## src/rtl/play_engine.sv

```systemverilog
// Sample playback engine: prefetches a word range from SDRAM into a small FIFO
// and streams it to an audio sink, with pause, loop and abort handling.
module play_engine #(
    parameter int ADDR_W     = 23,
    parameter int DATA_W     = 32,
    parameter int FIFO_DEPTH = 4
) (
    input  logic              i_clk,
    input  logic              i_rst_n,
    input  logic              play_start,
    input  logic [ADDR_W-1:0] play_start_addr,
    input  logic [ADDR_W-1:0] play_end_addr,
    input  logic              play_loop,
    input  logic              play_pause,
    input  logic              play_stop,
    output logic              play_done,
    output logic              play_busy,
    output logic              play_read,
    output logic [ADDR_W-1:0] play_addr,
    input  logic [DATA_W-1:0] play_readdata,
    input  logic              play_sdram_finished,
    output logic              play_audio_valid,
    output logic [DATA_W-1:0] play_audio_data,
    input  logic              play_audio_ready,
    output logic [1:0]        play_state
);

    localparam int PW = (FIFO_DEPTH > 1) ? $clog2(FIFO_DEPTH) : 1;
    localparam int CW = $clog2(FIFO_DEPTH) + 1;
    localparam logic [CW-1:0] DEPTH_C = CW'(FIFO_DEPTH);

    typedef enum logic [1:0] {
        S_IDLE  = 2'd0,
        S_RUN   = 2'd1,
        S_PAUSE = 2'd2,
        S_ABORT = 2'd3
    } state_t;

    state_t            state;
    logic [ADDR_W-1:0] start_r;
    logic [ADDR_W-1:0] end_r;
    logic              loop_r;
    logic [ADDR_W-1:0] fetch_addr;
    logic              fetch_done;

    logic [DATA_W-1:0] mem [FIFO_DEPTH];
    logic [PW-1:0]     wr_ptr;
    logic [PW-1:0]     rd_ptr;
    logic [CW-1:0]     count;

    logic in_fetch;
    logic rd_done;
    logic push;
    logic pop;
    logic flush;

    // Sink handshake: valid/ready sampled on the same rising edge; a sample
    // transfers when both are high, and valid only drops by the engine's own
    // state change (pause, abort, empty FIFO).
    assign play_busy        = (state != S_IDLE);
    assign play_state       = state;
    assign play_audio_valid = (state == S_RUN) && (count != '0);
    assign play_audio_data  = (count != '0) ? mem[rd_ptr] : '0;

    always_comb begin
        in_fetch = (state == S_RUN) || (state == S_PAUSE);
        rd_done  = play_read && play_sdram_finished;
        push     = in_fetch && rd_done && !play_stop;
        pop      = play_audio_valid && play_audio_ready;
        // A stop with no read in flight, or an abort whose read just landed,
        // empties the FIFO on the way back to idle.
        flush    = (in_fetch && play_stop && !(play_read && !play_sdram_finished))
                 || ((state == S_ABORT) && play_sdram_finished);
    end

    always_ff @(posedge i_clk or negedge i_rst_n) begin
        if (!i_rst_n) begin
            state      <= S_IDLE;
            start_r    <= '0;
            end_r      <= '0;
            loop_r     <= 1'b0;
            fetch_addr <= '0;
            fetch_done <= 1'b0;
            play_read  <= 1'b0;
            play_addr  <= '0;
            play_done  <= 1'b0;
        end else begin
            play_done <= 1'b0;
            case (state)
                S_IDLE: begin
                    if (play_start && (play_end_addr >= play_start_addr)) begin
                        start_r    <= play_start_addr;
                        end_r      <= play_end_addr;
                        loop_r     <= play_loop;
                        fetch_addr <= play_start_addr;
                        fetch_done <= 1'b0;
                        play_read  <= 1'b1;
                        play_addr  <= play_start_addr;
                        state      <= S_RUN;
                    end
                end
                S_RUN, S_PAUSE: begin
                    if (play_stop) begin
                        if (play_read && !play_sdram_finished) begin
                            state <= S_ABORT;
                        end else begin
                            play_read <= 1'b0;
                            play_done <= 1'b1;
                            state     <= S_IDLE;
                        end
                    end else begin
                        if (rd_done) begin
                            play_read <= 1'b0;
                            if (fetch_addr == end_r) begin
                                if (loop_r) fetch_addr <= start_r;
                                else        fetch_done <= 1'b1;
                            end else begin
                                fetch_addr <= fetch_addr + ADDR_W'(1);
                            end
                        end else if (!play_read && !fetch_done && (count < DEPTH_C)) begin
                            play_read <= 1'b1;
                            play_addr <= fetch_addr;
                        end

                        if (state == S_RUN) begin
                            if (fetch_done && (count == '0)) begin
                                play_done <= 1'b1;
                                state     <= S_IDLE;
                            end else if (play_pause) begin
                                state <= S_PAUSE;
                            end
                        end else if (!play_pause) begin
                            state <= S_RUN;
                        end
                    end
                end
                S_ABORT: begin
                    // The in-flight read must complete before the bus is released.
                    if (play_sdram_finished) begin
                        play_read <= 1'b0;
                        play_done <= 1'b1;
                        state     <= S_IDLE;
                    end
                end
                default: state <= S_IDLE;
            endcase
        end
    end

    always_ff @(posedge i_clk or negedge i_rst_n) begin
        if (!i_rst_n) begin
            wr_ptr <= '0;
            rd_ptr <= '0;
            count  <= '0;
        end else if (flush) begin
            wr_ptr <= '0;
            rd_ptr <= '0;
            count  <= '0;
        end else begin
            if (push) wr_ptr <= wr_ptr + PW'(1);
            if (pop)  rd_ptr <= rd_ptr + PW'(1);
            count <= count + {{(CW-1){1'b0}}, push} - {{(CW-1){1'b0}}, pop};
        end
    end

    always_ff @(posedge i_clk) begin
        if (push) mem[wr_ptr] <= play_readdata;
    end

endmodule

```

## config.mk

```make
export PLATFORM = sky130hd
export DESIGN_NAME = play_engine
export DESIGN_NICKNAME = d
export VERILOG_FILES = /design/src/rtl/play_engine.sv
export SDC_FILE = /design/constraint.sdc
export NUM_CORES = 1
export LEC_CHECK = 0
export CELL_PAD_IN_SITES_DETAIL_PLACEMENT = 1
export CELL_PAD_IN_SITES_GLOBAL_PLACEMENT = 1
export CORE_MARGIN = 3
export CORE_UTILIZATION = 48
export CTS_CLUSTER_DIAMETER = 50
export DETAILED_ROUTE_END_ITERATION = 10
export GPL_ROUTABILITY_DRIVEN = 0
export GPL_TIMING_DRIVEN = 0
export HOLD_SLACK_MARGIN = 0.15
export PLACE_DENSITY = 0.91
export SLEW_MARGIN = 20
export SYNTH_ARGS = -nofsm -noshare
export SYNTH_HDL_FRONTEND = slang
export SYNTH_SLANG_ARGS = --single-unit
```

## constraint.sdc

```tcl
create_clock -name i_clk -period 7.21 [get_ports i_clk]
set_input_delay 0.721 -clock i_clk [delete_from_list [all_inputs] [get_ports i_clk]]
set_output_delay 0.721 -clock i_clk [all_outputs]
set_load 0.05 [all_outputs]
```

Run 1, clock network drawn from the DEF:
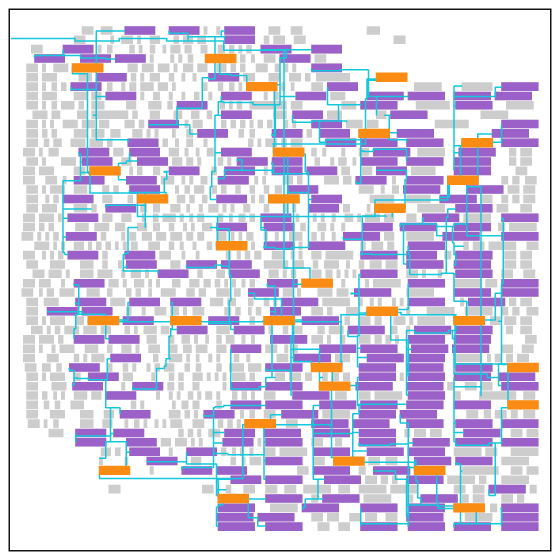
[cyan] clock wires | length: 3080 µm
[purple] flip-flops | count: 233
[orange] clock-net drivers | count: 29
flops lie: widely spread

Run 1, cell classes on the final placement:
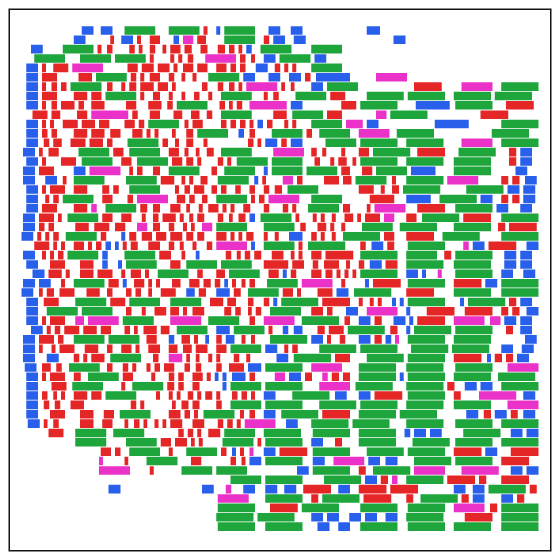
[magenta] clock drivers and dummy loads | cells: 54 | share of their area: 7.5%
[blue] remaining buffers and delay cells | cells: 198 | share of their area: 13%
[green] registers | cells: 233 | share of their area: 48%
[red] remaining logic cells | cells: 586 | share of their area: 31%
CORE AREA: 22100 µm²
row count: 54
post-route cell area: 13900 µm²
fin util: 62.9%
Seq area share: 46.6%

Run 1, cell sizes after repair:
The bar under the picture is 50 µm long.
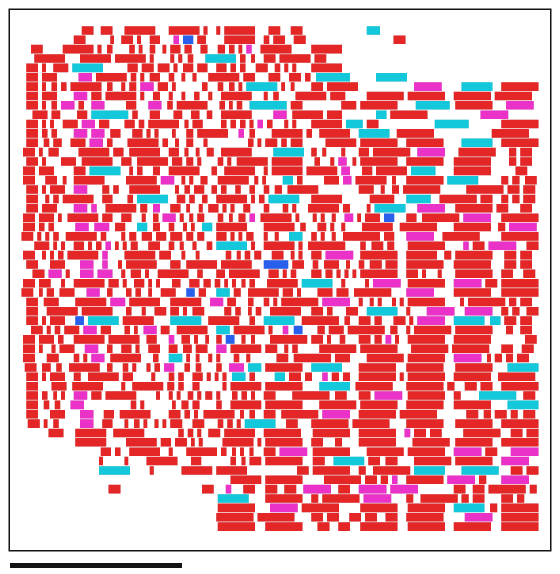
[red] x1 and smaller | cells: 922
[cyan] x6 and larger | cells: 53
[blue] x3 and x4 | cells: 7
[magenta] x2 | cells: 89
Signal buffers: 198
Final WS setup: 2.99 ns
area grow syn2layout: 27.1%

==> run_results.csv, run 1 <==
group,metric,value,unit
final_layout,clock_area_share,7.30,%
worst_setup_path,cp_max_fo,10,
timing,fin_crit_sh,58.6,%
run,warnings,32,
route,drt-met1-wl,12900,µm
global_routing,met3_usage,5.14,%
timing,timing.fmax,0.237,GHz
cts,cts.sinks,233,
timing,fin_skew,0.0103,ns
cts,insertion_delay,0.55,ns
final_layout,flop_area,6470,µm²
worst_hold_path,min_delay_path_depth,2,
synth,ys_ff,233,
synth,yosys_area,10900,µm²
cts,cts-root-buf,"clkbuf_16",
global_routing,antenna_found_initial,4,
cts,path_clk_slew,0.06,ns
timing,hold_viol,0,
worst_setup_path,endpoint,"play_audio_data[30]",
cts,clockBufferDepth,3,
route,ant_nets,0,
final_layout,layout_top_cell,"clkdlybuf4s50_1",
pwr,p_leak,5.44,nW
pwr,ir_drop,0.206,mV
synth,simple_gate_share,10.5,%
synth,netlist_area,10900,µm²
cts,cts.htree.levels,1,
route,dr.first_iter.drc_count,530,
timing,rsz0062_at_grt,"false",
global_routing,grt_util_met2,49.9,%
synth,synth.top_cell.area_share,35.2,%
outcome,status,"complete, no violations",
worst_setup_path,crit_required,6.49,ns
synth,mux_share,11.0,%
final_layout,comb_cells,543,
synth,syn_avg_cell_area,12.6,µm²
worst_setup_path,reg2reg_from,"play_state[0]",
floorplan,die_area,24600,µm²
final_layout,sh_comb_area,29.2,%
synth,yosys_warnings,0,
timing,tightest_slew,0.859,ns
worst_setup_path,critPathCaptureType,"primary output",
synth,ys_seq_share,59.2,%
global_routing,grt.busiest_layer,"met2",
run 1: timing repair:
action                                  in CTS  in global routing
buffers inserted                             0                  0
hold buffers                                 1                  0
endpoints found under the hold margin       33                  0
endpoints found under the setup margin       0                  0
run 1: state kept, by name (all words and copies together), names as in the netlist:
name        cells
fetch_done      1
fetch_addr     23
count           3
wr_ptr          2
play_done       1
play_read       1
end_r          23
play_addr      23
loop_r          1
mem           128
start_r        23
rd_ptr          2
play_state      2
run 1: power by group:
group / switching, mW / internal, mW / total, mW / leakage (nW)
sequential: 0.250 / 1.73 / 1.98 / 2.45
clock: 0.599 / 0.924 / 1.52 / 0.500
combinational: 1.88 / 1.05 / 2.93 / 2.50
run 1: worst min-delay path, stage by stage, from the launching register on:
cell	delay [ns]
dfrtp_1	0.34
nand2_1	0.04
o21ai_0	0.06
Run 1, where the registers sit:
The bar under the picture is 50 µm long.
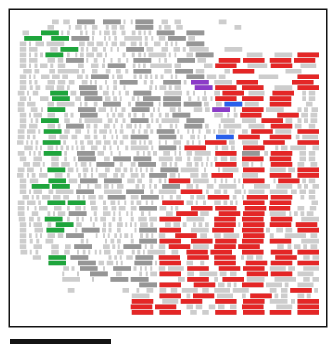

==> inputs of run 2 (changes only) <==
--- a/config.mk
+++ b/config.mk
@@ -8,13 +8,13 @@
 export CELL_PAD_IN_SITES_DETAIL_PLACEMENT = 1
 export CELL_PAD_IN_SITES_GLOBAL_PLACEMENT = 1
 export CORE_MARGIN = 3
-export CORE_UTILIZATION = 48
+export CORE_UTILIZATION = 45
 export CTS_CLUSTER_DIAMETER = 50
 export DETAILED_ROUTE_END_ITERATION = 10
 export GPL_ROUTABILITY_DRIVEN = 0
 export GPL_TIMING_DRIVEN = 0
 export HOLD_SLACK_MARGIN = 0.15
-export PLACE_DENSITY = 0.91
+export PLACE_DENSITY = 0.86
 export SLEW_MARGIN = 20
 export SYNTH_ARGS = -nofsm -noshare
 export SYNTH_HDL_FRONTEND = slang
==> constraint.sdc (replaced) <==
create_clock -name i_clk -period 4.1 [get_ports i_clk]
set_input_delay 0.41 -clock i_clk [delete_from_list [all_inputs] [get_ports i_clk]]
set_output_delay 0.41 -clock i_clk [all_outputs]
set_load 0.05 [all_outputs]
Run 2, where the registers sit:
The bar under the picture is 50 µm long.
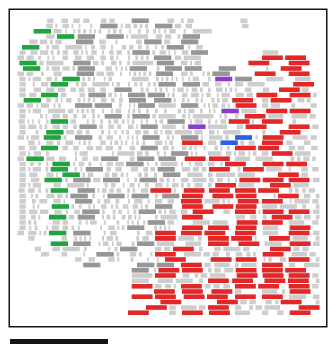
[red] `mem` | flops: 128
[purple] `count` | flops: 3
[blue] `rd_ptr` | flops: 2
[green] `end_r` | flops: 23
not coloured: 77

==> run 2 against run 1 <==
Against the previous run: sequential cell count is the same; die size rose by 6.4%; clock skew is 0.017 ns higher; largest cell class unchanged; largest power group unchanged; highest routed layer is now met4.
==> run_results.csv, run 2 <==
group,metric,value,unit
outcome,status,"complete, no violations",
synth,ys_seq_share,59.2,%
pwr,clkPwrFrac,22.8,%
final_layout,layout_top_cell,"clkdlybuf4s50_1",
cts,cts-root-buf,"clkbuf_16",
timing,hold_viol,0,
pwr,p_leak,5.41,nW
worst_setup_path,critPathCaptureType,"register",
floorplan,row_count,56,
pwr,p_clk,2.52,mW
final_layout,comb_cells,543,
global_routing,antenna_found_initial,1,
cts,cts_setup_buffers,0,
synth,netlist_area,10900,µm²
timing,fin_skew,0.0271,ns
pwr,p_int,6.43,mW
final_layout,regMostFlops,"mem",
route,dr.first_iter.drc_count,555,
final_layout,fin_util,58.6,%
final_layout,final_cell_area,13900,µm²
pwr,switchingPower,4.64,mW
final_layout,flop_area,6470,µm²
pwr,switching_share,41.9,%
synth,yosys_warnings,0,
synth,synth.top_cell.area_share,35.2,%
pwr,ir_drop,0.410,mV
cts,insertion_delay,0.55,ns
Run 2, cell classes on the final placement:
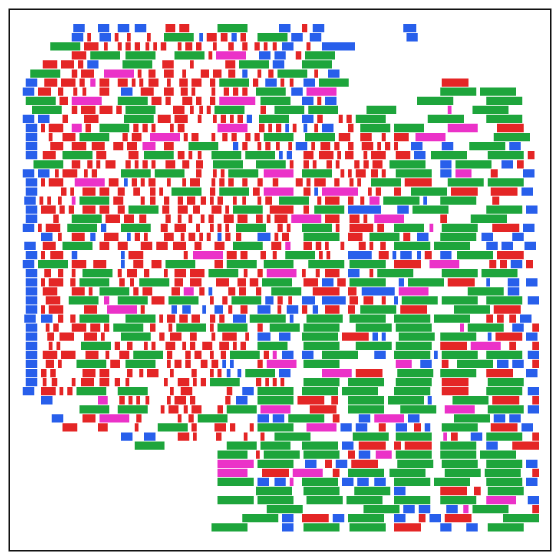
[green] registers | cells: 233 | share of their area: 48%
[red] remaining logic cells | cells: 586 | share of their area: 31%
[blue] remaining buffers and delay cells | cells: 198 | share of their area: 14%
[magenta] clock drivers and dummy loads | cells: 51 | share of their area: 7.0%

-- run 2: cell counts after synthesis --
Identical to the previous run, type by type.
-- run 2: how the worst max path moves through the flow --
stage / start / endpoint / cells past startpoint
2_1_floorplan: play_state[0] / count[2] / 12
3_3_place_gp: i_rst_n / end_r[22] / 1
3_5_place_dp: play_start_addr[20] / play_addr[20] / 11
4_1_cts: rd_ptr[0] / play_audio_data[25] / 5
5_1_grt: play_state[1] / count[2] / 12
6_report: play_start_addr[20] / play_addr[20] / 11
-- run 2: metal layers --
metal / vias to the layer above / routed length [µm] / GRT usage (%)
li1: 3490 / - / -
met1: 4026 / 12600 / 30.2
met2: 291 / 16600 / 43.4
met3: 64 / 2090 / 5.20
met4: 0 / 903 / 7.83
met5: - / 0 / 0
Run 2, the clock network:
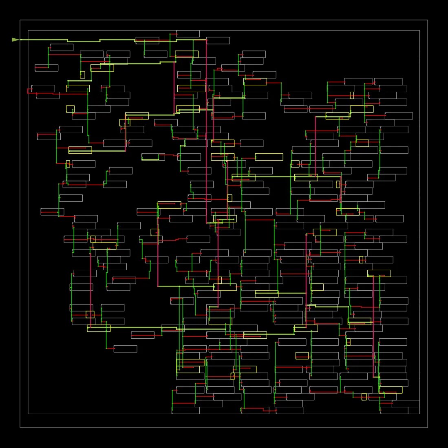

==> inputs of run 3 (changes only) <==
--- a/config.mk
+++ b/config.mk
@@ -14,6 +14,7 @@
 export GPL_ROUTABILITY_DRIVEN = 0
 export GPL_TIMING_DRIVEN = 0
 export HOLD_SLACK_MARGIN = 0.15
+export MAX_ROUTING_LAYER = met4
 export PLACE_DENSITY = 0.86
 export SLEW_MARGIN = 20
 export SYNTH_ARGS = -nofsm -noshare
Run 3, the clock network:
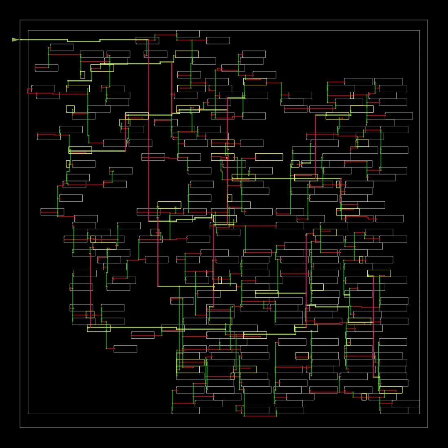
clk_lat worst skew: 0.55 ns
Clk power: 2.52 mW
clk_skew: 0.0242 ns
clock buffer count: 38
Flop Count: 233

Run 3, cell sizes after repair:
The bar under the picture is 50 µm long.
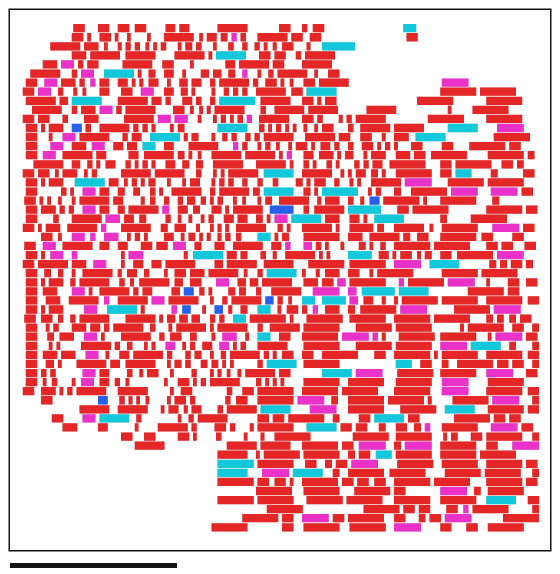
[blue] x3 and x4 | cells: 8
[cyan] x6 and larger | cells: 47
[red] x1 and smaller | cells: 924
[magenta] x2 | cells: 89

==> run 3 against run 2 <==
Against the previous run: synthesized cell count is the same; clock-buffer cell count is the same; core utilization is the same; non-clock buffer count is the same; via count shrank 0.64%; routed wire length grew 0.15%; sequential power is essentially flat; largest power group unchanged; setup slack gained 0.029 ns; register-to-register slack gained 0.04 ns.
==> run_results.csv, run 3 <==
group,metric,value,unit
outcome,status,"complete, no violations",
synth,synth.top_cell.area_share,35.2,%
worst_setup_path,cp_num_buf_inv,3,
cts,cts-root-buf,"clkbuf_16",
pwr,ir_drop,0.409,mV
worst_setup_path,reg2reg_from,"play_state[1]",
timing,tns,0,ns
final_layout,fin_util,58.6,%
pwr,clkPwrFrac,22.7,%
synth,mux_share,11.0,%
pwr,switching_share,42.0,%
cts,cts_setup_buffers,0,
floorplan,taps,319,
final_layout,layout_top_cell,"clkdlybuf4s50_1",
synth,top_cells_by_count,"edfxtp_1 (128), dfrtp_1 (105), nand2_1 (96), o21ai_0 (64)",
final_layout,largest_register_ffs,128,
synth,ys_seq_share,59.2,%
worst_setup_path,crit_start,"play_start_addr[20]",
pwr,p_leak,5.41,nW
synth,adder_share,4.08,%
synth,netlist_area,10900,µm²
global_routing,antenna_found_initial,1,
floorplan,row_count,56,
synth,edf_count,128,
synth,yosys_warnings,0,
timing,hold_viol,0,
final_layout,flop_area,6470,µm²
cts,cts_tree,"yes",
final_layout,final_cell_area,13900,µm²
route,dr.first_iter.drc_count,526,
worst_setup_path,critPathCaptureType,"register",
pwr,switchingPower,4.65,mW
final_layout,regMostFlops,"mem",
## run 3: path summary, 6_finish.rpt
| kind | cells after the start | slack, ns | endpoint |
|---|---|---|---|
| min in group i_clk | 4 | 0.44 | play_done |
| min | 2 | 0.35 | rd_ptr[1] |
| max reg2reg | 12 | 0.58 | count[2] |
| max | 11 | 0.47 | play_addr[20] |
| min reg2reg | 2 | 0.48 | start_r[13] |
| max in group asynchronous | 3 | 3.08 | start_r[22] |
## run 3: repair_timing
item                       4_1_cts  5_1_grt
hold buffers                     1        0
hold endpoints to repair        35        0
gates resized                    0        2
setup endpoints to repair        0        2
## run 3: metal layers
layer | GRT usage, % | routed length [µm]
met5 | - | 0
met4 | 7.91 | 946
met3 | 5.15 | 2190
met2 | 43.4 | 16600
met1 | 30.1 | 12500
Power figures rest on the tool's default switching activity, not on a simulated workload.
